Fig. 1: clock wires, drivers and flops
Drawn at 1 px/um.
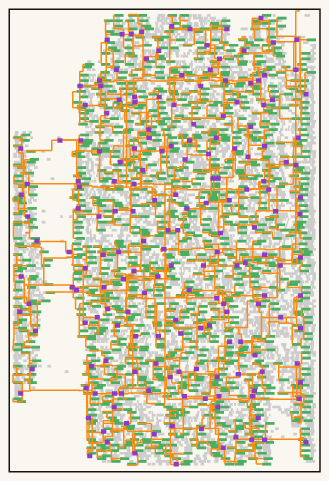
Fig. 2: M2 wires
Drawn at 1 px/um.
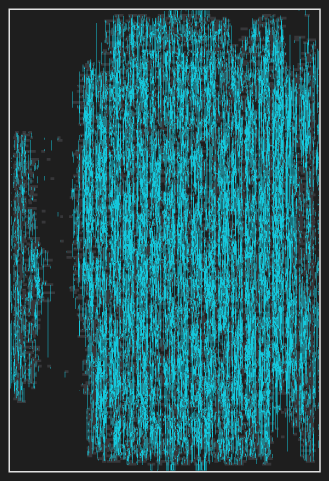
Fig. 3: I/O nets highlighted
Drawn at 1 px/um.
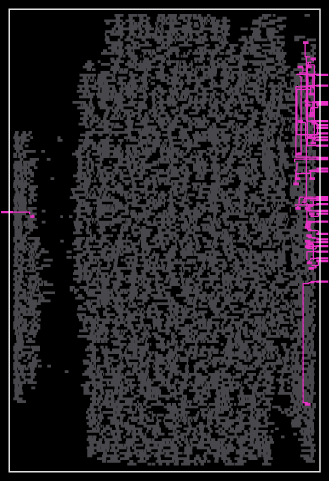
Fig. 4: the clock network
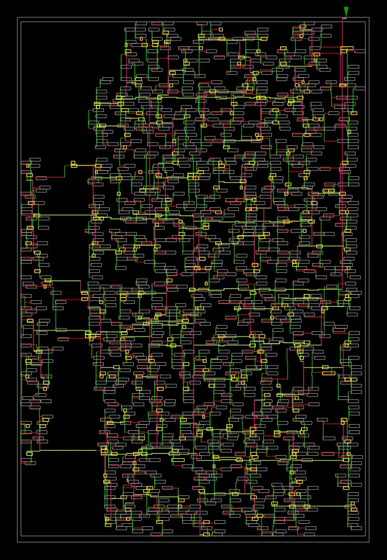
===== config.mk =====
export PLATFORM = sky130hd
export DESIGN_NAME = core_id_issue_flat
export DESIGN_NICKNAME = d
export VERILOG_FILES = /design/src/rtl/core_id_issue_if.sv /design/src/rtl/core_id_issue.sv /design/src/flat_wrapper.sv
export SDC_FILE = /design/constraint.sdc
export NUM_CORES = 2
export LEC_CHECK = 0
export CORE_ASPECT_RATIO = 1.5
export CORE_MARGIN = 3
export CORE_UTILIZATION = 45
export CTS_BUF_LIST = sky130_fd_sc_hd__clkbuf_2 sky130_fd_sc_hd__clkbuf_4 sky130_fd_sc_hd__clkbuf_8
export CTS_CLUSTER_DIAMETER = 60
export DETAILED_ROUTE_END_ITERATION = 6
export HOLD_SLACK_MARGIN = 0.05
export PLACE_DENSITY_LB_ADDON = 0.25
export SLEW_MARGIN = 20
export SYNTH_ARGS = -nofsm -noshare
export SYNTH_HDL_FRONTEND = slang
export SYNTH_SLANG_ARGS = --single-unit

===== constraint.sdc =====
create_clock -name clk -period 5.79 [get_ports clk]
set_clock_uncertainty 0.05 [all_clocks]
set_input_delay 1.158 -clock clk [delete_from_list [all_inputs] [get_ports clk]]
set_output_delay 1.158 -clock clk [all_outputs]
set_load 0.005 [all_outputs]

===== src/rtl/core_id_issue_if.sv =====
// ---------------------------------------------------------------------------
// core_id_issue_if
// Decode -> issue -> execute pipe bundle for the issue stage.
//   Upstream (decoder side):  valid_in / ready_in handshake plus decoded i_* fields.
//   Downstream (execute side): valid_out / ready_out handshake plus held o_* fields
//                              and the resolved rs1/rs2 operands.
// Modports:
//   slave  - the issue stage (consumes i_*, ready_out; produces ready_in, valid_out, o_*)
//   master - the environment around it (decoder + execute)
// ---------------------------------------------------------------------------
interface core_id_issue_if #(
    parameter int XLEN    = 32,
    parameter int PC_W    = 32,
    parameter int RFIDX_W = 5,
    parameter int BJ_W    = 17,
    parameter int ALU_W   = 21,
    parameter int LSU_W   = 13,
    parameter int CSR_W   = 26
);
    // decoder side
    logic               valid_in;
    logic               ready_in;
    logic [PC_W-1:0]    i_pc;
    logic               i_branch_predict;
    logic [XLEN-1:0]    i_imm;
    logic               i_rs1_ren;
    logic               i_rs2_ren;
    logic               i_rd_wen;
    logic [RFIDX_W-1:0] i_rs1_idx;
    logic [RFIDX_W-1:0] i_rs2_idx;
    logic [RFIDX_W-1:0] i_rd_idx;
    logic [BJ_W-1:0]    i_bj_bus;
    logic [ALU_W-1:0]   i_alu_bus;
    logic [LSU_W-1:0]   i_lsu_bus;
    logic [CSR_W-1:0]   i_csr_bus;

    // execute side
    logic               valid_out;
    logic               ready_out;
    logic [PC_W-1:0]    o_pc;
    logic               o_branch_predict;
    logic [XLEN-1:0]    o_imm;
    logic [XLEN-1:0]    o_rs1_dat;
    logic [XLEN-1:0]    o_rs2_dat;
    logic               o_rs1_ren;
    logic               o_rs2_ren;
    logic               o_rd_wen;
    logic [RFIDX_W-1:0] o_rs1_idx;
    logic [RFIDX_W-1:0] o_rs2_idx;
    logic [RFIDX_W-1:0] o_rd_idx;
    logic [BJ_W-1:0]    o_bj_bus;
    logic [ALU_W-1:0]   o_alu_bus;
    logic [LSU_W-1:0]   o_lsu_bus;
    logic [CSR_W-1:0]   o_csr_bus;

    modport slave (
        input  valid_in, i_pc, i_branch_predict, i_imm, i_rs1_ren, i_rs2_ren, i_rd_wen,
               i_rs1_idx, i_rs2_idx, i_rd_idx, i_bj_bus, i_alu_bus, i_lsu_bus, i_csr_bus,
               ready_out,
        output ready_in, valid_out, o_pc, o_branch_predict, o_imm, o_rs1_dat, o_rs2_dat,
               o_rs1_ren, o_rs2_ren, o_rd_wen, o_rs1_idx, o_rs2_idx, o_rd_idx,
               o_bj_bus, o_alu_bus, o_lsu_bus, o_csr_bus
    );

    modport master (
        output valid_in, i_pc, i_branch_predict, i_imm, i_rs1_ren, i_rs2_ren, i_rd_wen,
               i_rs1_idx, i_rs2_idx, i_rd_idx, i_bj_bus, i_alu_bus, i_lsu_bus, i_csr_bus,
               ready_out,
        input  ready_in, valid_out, o_pc, o_branch_predict, o_imm, o_rs1_dat, o_rs2_dat,
               o_rs1_ren, o_rs2_ren, o_rd_wen, o_rs1_idx, o_rs2_idx, o_rd_idx,
               o_bj_bus, o_alu_bus, o_lsu_bus, o_csr_bus
    );
endinterface


===== src/rtl/core_id_issue.sv =====
// ---------------------------------------------------------------------------
// core_id_issue
// Decode-to-execute issue stage. Holds one decoded instruction in a skid
// register, owns the 32-entry integer register file (written by writeback),
// resolves rs1/rs2 with bypass from execute and writeback, stalls on execute
// results that are not yet final, drops its contents on flush, and counts
// hazard-stall cycles.
// Ports:
//   clk, rst_n         - rising-edge clock, asynchronous active-low reset
//   bus (slave)        - decoder/execute handshake and instruction fields
//   wb_en/idx/data     - register file write port (execute writeback)
//   ex_fwd_*           - execute-stage forwarding source
//   ex_pending         - execute holds an un-retired instruction
//   flush_req          - commit-stage pipeline flush
//   stall_cnt          - saturating hazard-stall cycle counter
// ---------------------------------------------------------------------------
module core_id_issue #(
    parameter int XLEN    = 32,
    parameter int PC_W    = 32,
    parameter int RFIDX_W = 5,
    parameter int BJ_W    = 17,
    parameter int ALU_W   = 21,
    parameter int LSU_W   = 13,
    parameter int CSR_W   = 26
) (
    input  logic               clk,
    input  logic               rst_n,
    core_id_issue_if.slave     bus,
    input  logic               wb_en,
    input  logic [RFIDX_W-1:0] wb_idx,
    input  logic [XLEN-1:0]    wb_data,
    input  logic               ex_fwd_wen,
    input  logic [RFIDX_W-1:0] ex_fwd_idx,
    input  logic [XLEN-1:0]    ex_fwd_dat,
    input  logic               ex_fwd_valid,
    input  logic               ex_pending,
    input  logic               flush_req,
    output logic [15:0]        stall_cnt
);

    localparam int HOLD_W = PC_W + 1 + XLEN + 3 + 3 * RFIDX_W + BJ_W + ALU_W + LSU_W + CSR_W;
    localparam int NREG   = 32;

    logic                 hold_valid_q, hold_valid_d;
    logic [HOLD_W-1:0]    hold_q, hold_d;
    logic [HOLD_W-1:0]    i_pack_s;
    logic [XLEN-1:0]      rf_q [NREG];
    logic [XLEN-1:0]      rf_d [NREG];
    logic [15:0]          stall_cnt_q, stall_cnt_d;

    // unpacked view of the held instruction
    logic [PC_W-1:0]      h_pc_s;
    logic                 h_bp_s;
    logic [XLEN-1:0]      h_imm_s;
    logic                 h_rs1_ren_s, h_rs2_ren_s, h_rd_wen_s;
    logic [RFIDX_W-1:0]   h_rs1_idx_s, h_rs2_idx_s, h_rd_idx_s;
    logic [BJ_W-1:0]      h_bj_s;
    logic [ALU_W-1:0]     h_alu_s;
    logic [LSU_W-1:0]     h_lsu_s;
    logic [CSR_W-1:0]     h_csr_s;

    logic [XLEN-1:0]      rs1_dat_s, rs2_dat_s;
    logic                 hazard_s, valid_out_s, fire_s, ready_in_s, capture_s;

    // Execute result wins over writeback (it is the younger producer), then the regfile.
    function automatic logic [XLEN-1:0] resolve_src(
        input logic [RFIDX_W-1:0] idx,
        input logic [XLEN-1:0]    rf_val,
        input logic               fwd_ok,
        input logic [RFIDX_W-1:0] fwd_idx,
        input logic [XLEN-1:0]    fwd_dat,
        input logic               wb_ok,
        input logic [RFIDX_W-1:0] w_idx,
        input logic [XLEN-1:0]    w_dat
    );
        logic [XLEN-1:0] r;
        if (idx == {RFIDX_W{1'b0}}) begin
            r = {XLEN{1'b0}};
        end else if (fwd_ok && (fwd_idx == idx)) begin
            r = fwd_dat;
        end else if (wb_ok && (w_idx == idx)) begin
            r = w_dat;
        end else begin
            r = rf_val;
        end
        return r;
    endfunction

    // A source stalls only if it is read, non-x0, and execute will produce it later.
    function automatic logic src_hazard(
        input logic               ren,
        input logic [RFIDX_W-1:0] idx,
        input logic               pend,
        input logic               fwd_wen,
        input logic [RFIDX_W-1:0] fwd_idx,
        input logic               fwd_valid
    );
        return ren && (idx != {RFIDX_W{1'b0}}) && pend && fwd_wen &&
               (fwd_idx == idx) && !fwd_valid;
    endfunction

    assign i_pack_s = {bus.i_pc, bus.i_branch_predict, bus.i_imm,
                       bus.i_rs1_ren, bus.i_rs2_ren, bus.i_rd_wen,
                       bus.i_rs1_idx, bus.i_rs2_idx, bus.i_rd_idx,
                       bus.i_bj_bus, bus.i_alu_bus, bus.i_lsu_bus, bus.i_csr_bus};

    assign {h_pc_s, h_bp_s, h_imm_s, h_rs1_ren_s, h_rs2_ren_s, h_rd_wen_s,
            h_rs1_idx_s, h_rs2_idx_s, h_rd_idx_s,
            h_bj_s, h_alu_s, h_lsu_s, h_csr_s} = hold_q;

    // Operand resolution, hazard detection and the issue/accept handshake.
    always_comb begin
        rs1_dat_s = resolve_src(h_rs1_idx_s, rf_q[h_rs1_idx_s], ex_fwd_valid && ex_fwd_wen,
                                ex_fwd_idx, ex_fwd_dat, wb_en, wb_idx, wb_data);
        rs2_dat_s = resolve_src(h_rs2_idx_s, rf_q[h_rs2_idx_s], ex_fwd_valid && ex_fwd_wen,
                                ex_fwd_idx, ex_fwd_dat, wb_en, wb_idx, wb_data);
        hazard_s  = src_hazard(h_rs1_ren_s, h_rs1_idx_s, ex_pending, ex_fwd_wen,
                               ex_fwd_idx, ex_fwd_valid) ||
                    src_hazard(h_rs2_ren_s, h_rs2_idx_s, ex_pending, ex_fwd_wen,
                               ex_fwd_idx, ex_fwd_valid);
        valid_out_s = hold_valid_q && !hazard_s && !flush_req;
        fire_s      = valid_out_s && bus.ready_out;
        // Flush accepts (and discards) whatever the decoder presents.
        ready_in_s  = !hold_valid_q || fire_s || flush_req;
        capture_s   = bus.valid_in && ready_in_s && !flush_req;
    end

    // Next-state for the hold register, register file and stall counter.
    always_comb begin
        hold_valid_d = hold_valid_q;
        hold_d       = hold_q;
        stall_cnt_d  = stall_cnt_q;

        if (flush_req) begin
            hold_valid_d = 1'b0;
        end else if (capture_s) begin
            hold_valid_d = 1'b1;
        end else if (fire_s) begin
            hold_valid_d = 1'b0;
        end else begin
            hold_valid_d = hold_valid_q;
        end

        if (capture_s) begin
            hold_d = i_pack_s;
        end else begin
            hold_d = hold_q;
        end

        if (hold_valid_q && hazard_s && !flush_req && (stall_cnt_q != 16'hFFFF)) begin
            stall_cnt_d = stall_cnt_q + 16'd1;
        end else begin
            stall_cnt_d = stall_cnt_q;
        end

        // Entry 0 is never written, so x0 stays zero.
        for (int i = 0; i < NREG; i++) begin
            rf_d[i] = (wb_en && (i != 0) && (wb_idx == RFIDX_W'(i))) ? wb_data : rf_q[i];
        end
    end

    // State registers with asynchronous reset.
    always_ff @(posedge clk or negedge rst_n) begin
        if (!rst_n) begin
            hold_valid_q <= 1'b0;
            hold_q       <= {HOLD_W{1'b0}};
            stall_cnt_q  <= 16'd0;
            for (int i = 0; i < NREG; i++) begin
                rf_q[i] <= {XLEN{1'b0}};
            end
        end else begin
            hold_valid_q <= hold_valid_d;
            hold_q       <= hold_d;
            stall_cnt_q  <= stall_cnt_d;
            for (int i = 0; i < NREG; i++) begin
                rf_q[i] <= rf_d[i];
            end
        end
    end

    assign bus.ready_in         = ready_in_s;
    assign bus.valid_out        = valid_out_s;
    assign bus.o_pc             = h_pc_s;
    assign bus.o_branch_predict = h_bp_s;
    assign bus.o_imm            = h_imm_s;
    assign bus.o_rs1_dat        = rs1_dat_s;
    assign bus.o_rs2_dat        = rs2_dat_s;
    assign bus.o_rs1_ren        = h_rs1_ren_s;
    assign bus.o_rs2_ren        = h_rs2_ren_s;
    assign bus.o_rd_wen         = h_rd_wen_s;
    assign bus.o_rs1_idx        = h_rs1_idx_s;
    assign bus.o_rs2_idx        = h_rs2_idx_s;
    assign bus.o_rd_idx         = h_rd_idx_s;
    assign bus.o_bj_bus         = h_bj_s;
    assign bus.o_alu_bus        = h_alu_s;
    assign bus.o_lsu_bus        = h_lsu_s;
    assign bus.o_csr_bus        = h_csr_s;
    assign stall_cnt            = stall_cnt_q;

endmodule


===== src/flat_wrapper.sv =====
// flat-port wrapper written by rule: the top's interface ports become plain ports
module core_id_issue_flat 
#(
    parameter int XLEN    = 32,
    parameter int PC_W    = 32,
    parameter int RFIDX_W = 5,
    parameter int BJ_W    = 17,
    parameter int ALU_W   = 21,
    parameter int LSU_W   = 13,
    parameter int CSR_W   = 26
)
  (clk, rst_n, wb_en, wb_idx, wb_data, ex_fwd_wen, ex_fwd_idx, ex_fwd_dat, ex_fwd_valid, ex_pending, flush_req, stall_cnt, bus_valid_in, bus_i_pc, bus_i_branch_predict, bus_i_imm, bus_i_rs1_ren, bus_i_rs2_ren, bus_i_rd_wen, bus_i_rs1_idx, bus_i_rs2_idx, bus_i_rd_idx, bus_i_bj_bus, bus_i_alu_bus, bus_i_lsu_bus, bus_i_csr_bus, bus_ready_out, bus_ready_in, bus_valid_out, bus_o_pc, bus_o_branch_predict, bus_o_imm, bus_o_rs1_dat, bus_o_rs2_dat, bus_o_rs1_ren, bus_o_rs2_ren, bus_o_rd_wen, bus_o_rs1_idx, bus_o_rs2_idx, bus_o_rd_idx, bus_o_bj_bus, bus_o_alu_bus, bus_o_lsu_bus, bus_o_csr_bus);
  core_id_issue_if #(.XLEN(XLEN), .PC_W(PC_W), .RFIDX_W(RFIDX_W), .BJ_W(BJ_W), .ALU_W(ALU_W), .LSU_W(LSU_W), .CSR_W(CSR_W)) bus_i ();
  input  logic clk;
  input  logic rst_n;
  input  logic wb_en;
  input  logic [RFIDX_W-1:0] wb_idx;
  input  logic [XLEN-1:0] wb_data;
  input  logic ex_fwd_wen;
  input  logic [RFIDX_W-1:0] ex_fwd_idx;
  input  logic [XLEN-1:0] ex_fwd_dat;
  input  logic ex_fwd_valid;
  input  logic ex_pending;
  input  logic flush_req;
  output logic [15:0] stall_cnt;
  input wire logic [$bits(bus_i.valid_in)-1:0] bus_valid_in;
  input wire logic [$bits(bus_i.i_pc)-1:0] bus_i_pc;
  input wire logic [$bits(bus_i.i_branch_predict)-1:0] bus_i_branch_predict;
  input wire logic [$bits(bus_i.i_imm)-1:0] bus_i_imm;
  input wire logic [$bits(bus_i.i_rs1_ren)-1:0] bus_i_rs1_ren;
  input wire logic [$bits(bus_i.i_rs2_ren)-1:0] bus_i_rs2_ren;
  input wire logic [$bits(bus_i.i_rd_wen)-1:0] bus_i_rd_wen;
  input wire logic [$bits(bus_i.i_rs1_idx)-1:0] bus_i_rs1_idx;
  input wire logic [$bits(bus_i.i_rs2_idx)-1:0] bus_i_rs2_idx;
  input wire logic [$bits(bus_i.i_rd_idx)-1:0] bus_i_rd_idx;
  input wire logic [$bits(bus_i.i_bj_bus)-1:0] bus_i_bj_bus;
  input wire logic [$bits(bus_i.i_alu_bus)-1:0] bus_i_alu_bus;
  input wire logic [$bits(bus_i.i_lsu_bus)-1:0] bus_i_lsu_bus;
  input wire logic [$bits(bus_i.i_csr_bus)-1:0] bus_i_csr_bus;
  input wire logic [$bits(bus_i.ready_out)-1:0] bus_ready_out;
  output wire logic [$bits(bus_i.ready_in)-1:0] bus_ready_in;
  output wire logic [$bits(bus_i.valid_out)-1:0] bus_valid_out;
  output wire logic [$bits(bus_i.o_pc)-1:0] bus_o_pc;
  output wire logic [$bits(bus_i.o_branch_predict)-1:0] bus_o_branch_predict;
  output wire logic [$bits(bus_i.o_imm)-1:0] bus_o_imm;
  output wire logic [$bits(bus_i.o_rs1_dat)-1:0] bus_o_rs1_dat;
  output wire logic [$bits(bus_i.o_rs2_dat)-1:0] bus_o_rs2_dat;
  output wire logic [$bits(bus_i.o_rs1_ren)-1:0] bus_o_rs1_ren;
  output wire logic [$bits(bus_i.o_rs2_ren)-1:0] bus_o_rs2_ren;
  output wire logic [$bits(bus_i.o_rd_wen)-1:0] bus_o_rd_wen;
  output wire logic [$bits(bus_i.o_rs1_idx)-1:0] bus_o_rs1_idx;
  output wire logic [$bits(bus_i.o_rs2_idx)-1:0] bus_o_rs2_idx;
  output wire logic [$bits(bus_i.o_rd_idx)-1:0] bus_o_rd_idx;
  output wire logic [$bits(bus_i.o_bj_bus)-1:0] bus_o_bj_bus;
  output wire logic [$bits(bus_i.o_alu_bus)-1:0] bus_o_alu_bus;
  output wire logic [$bits(bus_i.o_lsu_bus)-1:0] bus_o_lsu_bus;
  output wire logic [$bits(bus_i.o_csr_bus)-1:0] bus_o_csr_bus;
  assign bus_i.valid_in = bus_valid_in;
  assign bus_i.i_pc = bus_i_pc;
  assign bus_i.i_branch_predict = bus_i_branch_predict;
  assign bus_i.i_imm = bus_i_imm;
  assign bus_i.i_rs1_ren = bus_i_rs1_ren;
  assign bus_i.i_rs2_ren = bus_i_rs2_ren;
  assign bus_i.i_rd_wen = bus_i_rd_wen;
  assign bus_i.i_rs1_idx = bus_i_rs1_idx;
  assign bus_i.i_rs2_idx = bus_i_rs2_idx;
  assign bus_i.i_rd_idx = bus_i_rd_idx;
  assign bus_i.i_bj_bus = bus_i_bj_bus;
  assign bus_i.i_alu_bus = bus_i_alu_bus;
  assign bus_i.i_lsu_bus = bus_i_lsu_bus;
  assign bus_i.i_csr_bus = bus_i_csr_bus;
  assign bus_i.ready_out = bus_ready_out;
  assign bus_ready_in = bus_i.ready_in;
  assign bus_valid_out = bus_i.valid_out;
  assign bus_o_pc = bus_i.o_pc;
  assign bus_o_branch_predict = bus_i.o_branch_predict;
  assign bus_o_imm = bus_i.o_imm;
  assign bus_o_rs1_dat = bus_i.o_rs1_dat;
  assign bus_o_rs2_dat = bus_i.o_rs2_dat;
  assign bus_o_rs1_ren = bus_i.o_rs1_ren;
  assign bus_o_rs2_ren = bus_i.o_rs2_ren;
  assign bus_o_rd_wen = bus_i.o_rd_wen;
  assign bus_o_rs1_idx = bus_i.o_rs1_idx;
  assign bus_o_rs2_idx = bus_i.o_rs2_idx;
  assign bus_o_rd_idx = bus_i.o_rd_idx;
  assign bus_o_bj_bus = bus_i.o_bj_bus;
  assign bus_o_alu_bus = bus_i.o_alu_bus;
  assign bus_o_lsu_bus = bus_i.o_lsu_bus;
  assign bus_o_csr_bus = bus_i.o_csr_bus;
  core_id_issue #(.XLEN(XLEN), .PC_W(PC_W), .RFIDX_W(RFIDX_W), .BJ_W(BJ_W), .ALU_W(ALU_W), .LSU_W(LSU_W), .CSR_W(CSR_W)) u_core (.clk(clk), .rst_n(rst_n), .bus(bus_i), .wb_en(wb_en), .wb_idx(wb_idx), .wb_data(wb_data), .ex_fwd_wen(ex_fwd_wen), .ex_fwd_idx(ex_fwd_idx), .ex_fwd_dat(ex_fwd_dat), .ex_fwd_valid(ex_fwd_valid), .ex_pending(ex_pending), .flush_req(flush_req), .stall_cnt(stall_cnt));
endmodule

==> out/qor.yml <==
wl_per_cell_um: 31.78
root_buffer: "clkbuf_8"
place_ws_ns: 0.1138
edf_count: 0
powerDensity_nw_per_um2: 366.7
tritoncts: "done"
r2r-end: "u_core.hold_q[36]"
area.growth.synth_to_final_pct: 19.00
top_logic_kind: "multiplexers"
p_leak_nw: 32.70
outcome: "finished, final reports clean"
reg2reg_setup_slack_ns: 1.65
simple_gate_area_share_pct: 3.990
startpoint: "u_core.hold_q[82]"
overflow: 0
endpoint_kind: "output port"
gr-usage-all-layers_pct: 31.13
mi_logic_area_um2: 31030
num_rows: 166
synthesis.area_um2: 62090
seq-power_mw: 11.1
highest_layer: "met5"
regArea_um2: 29290
utilization_pct: 54.06
combinationalPower_mw: 8.41
crit_arrival_ns: 4.53
relSlewSlack_pct: 17.82
place_inst: 6775
synth_nets: 5001
p_int_mw: 18.27
synth_area_per_cell_um2: 13.05
first_iter_violations: 4716
yosys.area.top_type: "dfrtp_1"
reg2regPathDepth: 9
grtUsageMet3_pct: 6.790
largest_class: "logic gates"
drive_gt1_share_pct: 38.99
synth-xor-area-share_pct: 0.4937
ys_seq_share_pct: 47.12
synth_async_sr_flop_share_pct: 100.0
buf_share_pct: 9.971
setup_viol_count_final: 0
seq_share_pct: 39.64
Back to the opening pictures, Fig. 1:
flip-flops -> green  # count 1169
cells driving clock nets -> purple  # count 182
clock wires -> orange  # length 16700 um
routed clock nets = 183
Clk network pwr share: 28.1%
worst-skew pair later-pin latency: 0.95 ns
Power Clock: 7.62 mW

Back to the opening pictures, Fig. 2:
share of all routed wire = 46%
nets with wire on the layer = 4934
longest straight run = 114 um
final wirelength: 226.5 mm
GRT met2 Usage: 49.27%
Vias: 46240

Back to the opening pictures, Fig. 3:
bus_i_pc -> magenta  # direction input, end cells 32, buffers 32, wire 1470 um
PortBufs: 484
Ports: 485

Back to the opening pictures, Fig. 4:
clk sinks: 1169
Inserted Clock Buffers: 182
final-layout clock buffer total: 295
flop count: 1169

[cells in the final DEF (no fill, tap or decap), types with 15 or more instances in the layout]
cell	instances
o21ai_0	49
nor3_1	31
a221oi_1	47
nor2b_1	33
o22ai_1	102
mux2i_1	529
o311a_1	22
clkbuf_8	229
a21oi_1	52
clkdlybuf4s50_1	483
nand2_1	164
dfrtp_1	1159
o221ai_1	29
buf_4	216
o31ai_1	30
mux4_2	175
mux2_2	1137
o21a_1	16
clkbuf_4	66
mux2_4	100
nand3_1	108
a22oi_1	186
xor2_1	31
nor2_1	85
buf_12	44
nor2_4	15
[registers in the layout, summed over array words and instances (netlist names)]
name / cells
u_core.rf_q: 992
u_core.stall_cnt: 16
u_core.hold_q: 160
u_core.hold_valid_q: 1
Power is estimated from default activity; no workload was simulated.
